File: config.mk
export PLATFORM = sky130hd
export DESIGN_NAME = pcie_rx_cpl_tag_check
export DESIGN_NICKNAME = d
export VERILOG_FILES = /design/src/rtl/pcie_rx_cpl_tag_check.sv
export SDC_FILE = /design/constraint.sdc
export NUM_CORES = 2
export LEC_CHECK = 0
export ABC_AREA = 1
export CAP_MARGIN = 30
export CORE_ASPECT_RATIO = 2
export CORE_MARGIN = 5
export CORE_UTILIZATION = 35
export CTS_CLUSTER_DIAMETER = 150
export CTS_CLUSTER_SIZE = 40
export DETAILED_ROUTE_END_ITERATION = 10
export MAX_ROUTING_LAYER = met4
export PLACE_DENSITY_LB_ADDON = 0.08
export SYNTH_ARGS = -nofsm -noshare
export SYNTH_HDL_FRONTEND = slang
export SYNTH_SLANG_ARGS = --single-unit
File: constraint.sdc
create_clock -name clk -period 44.6 [get_ports clk]
set_input_delay 13.38 -clock clk [delete_from_list [all_inputs] [get_ports clk]]
set_output_delay 13.38 -clock clk [all_outputs]
set_load 0.01 [all_outputs]
File: src/rtl/pcie_rx_cpl_tag_check.sv
// Completion TLP checker: validates tag, status and byte count against
// the outstanding-read tag table and passes completions through with an error code.
module pcie_rx_cpl_tag_check #(
  parameter int TLP_DATA_WIDTH = 256,
  parameter int TLP_STRB_WIDTH = TLP_DATA_WIDTH / 32,
  parameter int TLP_HDR_WIDTH  = 128,
  parameter int TAG_WIDTH      = 5
) (
  input  logic                      clk,
  input  logic                      rst,
  input  logic [TLP_DATA_WIDTH-1:0] in_tlp_data,
  input  logic [TLP_STRB_WIDTH-1:0] in_tlp_strb,
  input  logic [TLP_HDR_WIDTH-1:0]  in_tlp_hdr,
  input  logic                      in_tlp_valid,
  input  logic                      in_tlp_sop,
  input  logic                      in_tlp_eop,
  output logic                      in_tlp_ready,
  output logic [TLP_DATA_WIDTH-1:0] out_tlp_data,
  output logic [TLP_STRB_WIDTH-1:0] out_tlp_strb,
  output logic [TLP_HDR_WIDTH-1:0]  out_tlp_hdr,
  output logic                      out_tlp_valid,
  output logic                      out_tlp_sop,
  output logic                      out_tlp_eop,
  output logic [3:0]                out_tlp_error,
  input  logic                      out_tlp_ready,
  input  logic                      tag_alloc_valid,
  input  logic [TAG_WIDTH-1:0]      tag_alloc_tag,
  input  logic [12:0]               tag_alloc_bytes,
  output logic                      tag_done_valid,
  output logic [TAG_WIDTH-1:0]      tag_done_tag,
  output logic [3:0]                tag_done_error
);

  localparam int NTAGS = 1 << TAG_WIDTH;

  logic [NTAGS-1:0] active;
  logic [12:0]      remaining [NTAGS];

  logic [TAG_WIDTH-1:0] tag;
  logic                 tag_hi_zero;
  logic                 hit;
  logic [12:0]          cur_rem;
  logic [12:0]          len_bytes;
  logic [12:0]          payload;
  logic [12:0]          bc;
  logic [2:0]           status;
  logic [3:0]           sop_err;
  logic                 sop_done;
  logic [3:0]           cur_err;
  logic                 accept;

  assign in_tlp_ready = !out_tlp_valid || out_tlp_ready;
  assign accept       = in_tlp_valid && in_tlp_ready;

  assign tag         = in_tlp_hdr[40 +: TAG_WIDTH];
  assign tag_hi_zero = (in_tlp_hdr[47:40] >> TAG_WIDTH) == 8'd0;
  assign hit         = active[tag] && tag_hi_zero;
  assign cur_rem     = remaining[tag];
  assign status      = in_tlp_hdr[79:77];

  // Zero-encoded maxima: length 0 is 1024 DW, byte count 0 is 4096 bytes
  assign len_bytes = (in_tlp_hdr[105:96] == 10'd0) ? 13'd4096
                   : {1'b0, in_tlp_hdr[105:96], 2'b00};
  assign payload   = len_bytes - {11'd0, in_tlp_hdr[33:32]};
  assign bc        = (in_tlp_hdr[75:64] == 12'd0) ? 13'd4096
                   : {1'b0, in_tlp_hdr[75:64]};

  always_comb begin
    sop_err  = 4'd0;
    sop_done = 1'b0;
    if (!hit) begin
      sop_err = 4'd1;
    end else if (status != 3'd0) begin
      sop_err  = 4'd2;
      sop_done = 1'b1;
    end else if (bc != cur_rem) begin
      sop_err  = 4'd3;
      sop_done = 1'b1;
    end else if (payload >= bc) begin
      sop_done = 1'b1;
    end
  end

  // Allocation is written last so it overrides a same-cycle completion update
  always_ff @(posedge clk or posedge rst) begin
    if (rst) begin
      active <= '0;
      for (int i = 0; i < NTAGS; i++) begin
        remaining[i] <= 13'd0;
      end
    end else begin
      if (accept && in_tlp_sop && hit) begin
        if (sop_done) begin
          active[tag] <= 1'b0;
        end else begin
          remaining[tag] <= bc - payload;
        end
      end
      if (tag_alloc_valid) begin
        active[tag_alloc_tag]    <= 1'b1;
        remaining[tag_alloc_tag] <= tag_alloc_bytes;
      end
    end
  end

  // cur_err resets to 1 so orphan continuation beats after reset are flagged
  always_ff @(posedge clk or posedge rst) begin
    if (rst) begin
      out_tlp_data   <= '0;
      out_tlp_strb   <= '0;
      out_tlp_hdr    <= '0;
      out_tlp_valid  <= 1'b0;
      out_tlp_sop    <= 1'b0;
      out_tlp_eop    <= 1'b0;
      out_tlp_error  <= 4'd0;
      cur_err        <= 4'd1;
      tag_done_valid <= 1'b0;
      tag_done_tag   <= '0;
      tag_done_error <= 4'd0;
    end else begin
      tag_done_valid <= 1'b0;
      if (in_tlp_ready) begin
        out_tlp_valid <= in_tlp_valid;
        if (in_tlp_valid) begin
          out_tlp_data <= in_tlp_data;
          out_tlp_strb <= in_tlp_strb;
          out_tlp_hdr  <= in_tlp_hdr;
          out_tlp_sop  <= in_tlp_sop;
          out_tlp_eop  <= in_tlp_eop;
          if (in_tlp_sop) begin
            out_tlp_error  <= sop_err;
            cur_err        <= sop_err;
            tag_done_valid <= sop_done;
            tag_done_tag   <= tag;
            tag_done_error <= sop_err;
          end else begin
            out_tlp_error <= cur_err;
          end
        end
      end
    end
  end

endmodule

==> results.txt <==
Summary of implementation figures.

Floorplan
According to the I/O placement log, the pin count is 827. The standard-cell row count is 186. The floorplan-stage core utilization is 35.1%. The chip width is 263 um. The chip occupies 0.136 sq mm.

Finish
The biggest area consumer among cell classes is flip-flops and latches. The library cell used most frequently in the layout, excluding fill and tap cells, is nand2_1. The number of fillers in the final layout is 13300. By instance count after routing, the leading logic cell types are 2693 x nand2_1, 853 x dfrtp_1, 815 x clkdlybuf4s50_1, 775 x nor2_1, 638 x nand3_1. The number of non-filler instances in the completed layout is 8654. The repair_antennas step left the layout with diodes totalling 8.

Yosys
The main area contributors are dfrtp_1 48%, nand2_1 23%, nand3_1 7.1%, nor2_1 6.5%, inv_1 2.9%. The number of warnings printed during yosys synthesis is 0. The share of synthesized area spent on multiplexers is 0%. Summing the areas of all and, or, nand and nor instances in the mapped netlist gives 37.3% of the synthesized area. The number of synthesized flops with an enable pin is 0. The distinct cell type count of the synthesized netlist is 42.

In the synthesized netlist the dominant register cell turns out to be dfrtp_1. The post-synthesis share of cell area spent on and-or and or-and gates is 6.78%.

Run status
The run finished with clean final reports.

Worst setup path
The required time of the critical path is 31.22 ns. The highest net fanout along the worst path is 2. The launch point of the critical path is out_tlp_ready. The worst setup path is launched from an input port. The type of destination of the critical path is an output port. The total buffers and inverters traversed by the critical path is 3. The critical path goes through clkdlybuf4s50_1 -> nor2_1 -> inv_1 -> clkdlybuf4s50_1. In this run the number of cells on the critical path is 4.

Min path
The hold path startpoint is out_tlp_data[91]. The worst hold path stage count is 2. The class of the tightest hold or removal check is register to register.

Job
Across all stage logs, warnings added up to 53.

Global routing
The number of global-route vias before repair is 43100. The largest net degree at the start of global routing is 198.

Pwr
The flow reports that combinational logic draws 32.3% of the design power. The sequential power reported by the tool is 0.979 mW.

Timing
For the pin with the worst max-slew slack, the measured transition is 1.17 ns. The critical path in the final layout is reported with a setup slack of 16.64 ns.

Routing
The detail-routed via count per cell is 5.13. The via count of the routed design is 44400. The pre-antenna-repair detailed-routing pass consisted of 8 iterations.

Placement
Detailed placement ended at an HPWL of 135000 um. The worst slack at placement is 16.62 ns.

Clock tree
TritonCTS built the clock tree.
-- logic make-up (layout without fill, tap and decap cells) --
group / count (synthesis) / after routing
other cells: 1 / 12
flops: 854 / 854
xor+xnor: 21 / 21
fa+ha+maj: 15 / 15
compound gates: 529 / 529
buf+inv: 807 / 1348
simple gates: 4183 / 4183
-- layer usage --
metal | wire [um] | vias to the layer above | part of all wire [%] | track usage, %
met5 | 0 | - | 0 | -
met4 | 18500 | 0 | 9.2 | 20.2
met3 | 14200 | 596 | 7.1 | 5.23
met2 | 94600 | 2005 | 47 | 47.7
met1 | 72700 | 20900 | 36 | 31.8
li1 | - | 20900 | - | -
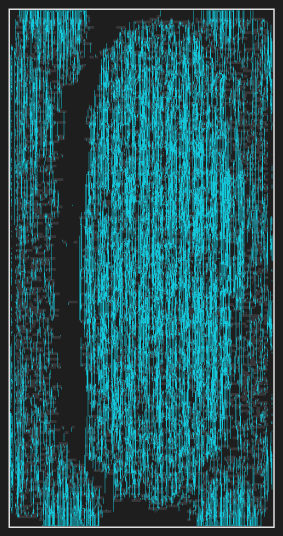
(signal wires on met2)
(1 px per um)
The layer holds 47% of the routed length. The layer carries 94.6 mm of wire. The wires run mostly vertical. 5250 nets have wire on it.

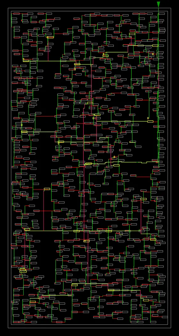
(the clock network)
setup clock skew after layout: 0.0384 ns
worst-skew pair later-pin latency: 0.73 ns
CTS Sinks: 854
cts bufs inserted: 25
seq_cells: 854

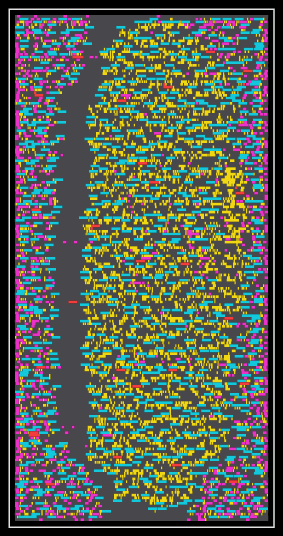
(placed cells, one color a class)
(1 px per um) Fill, decap, tap and diode cells in gray.
Key: yellow = remaining logic cells [cells 5119]; cyan = registers [cells 854]; red = clock drivers and dummy loads [cells 36]; magenta = remaining buffers and delay cells [cells 945]

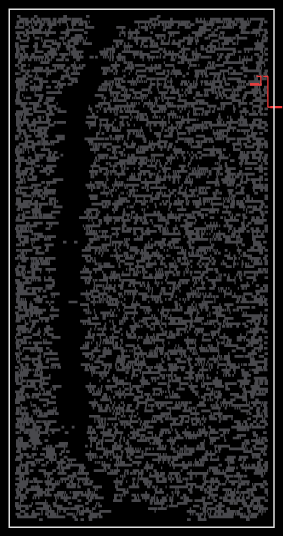
(nets reached from selected ports)
(1 px per um)
Key: red = out_tlp_eop [direction output, end cells 1, buffers 1, wire 56.3 um]

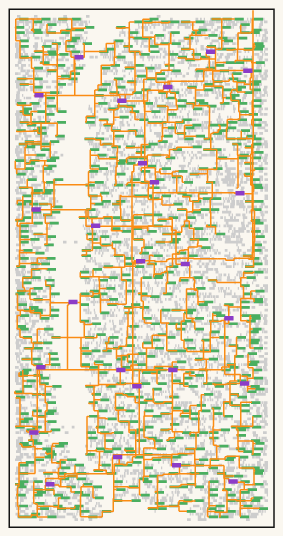
(routed clock nets over the placement)
(1 px per um)
Key: orange = clock wires [length 12000 um]; green = flip-flops [count 854]; purple = clock-net drivers [count 25]
There are 26 routed clock nets.

No activity file was given, so power comes from the tool's default toggle rates.
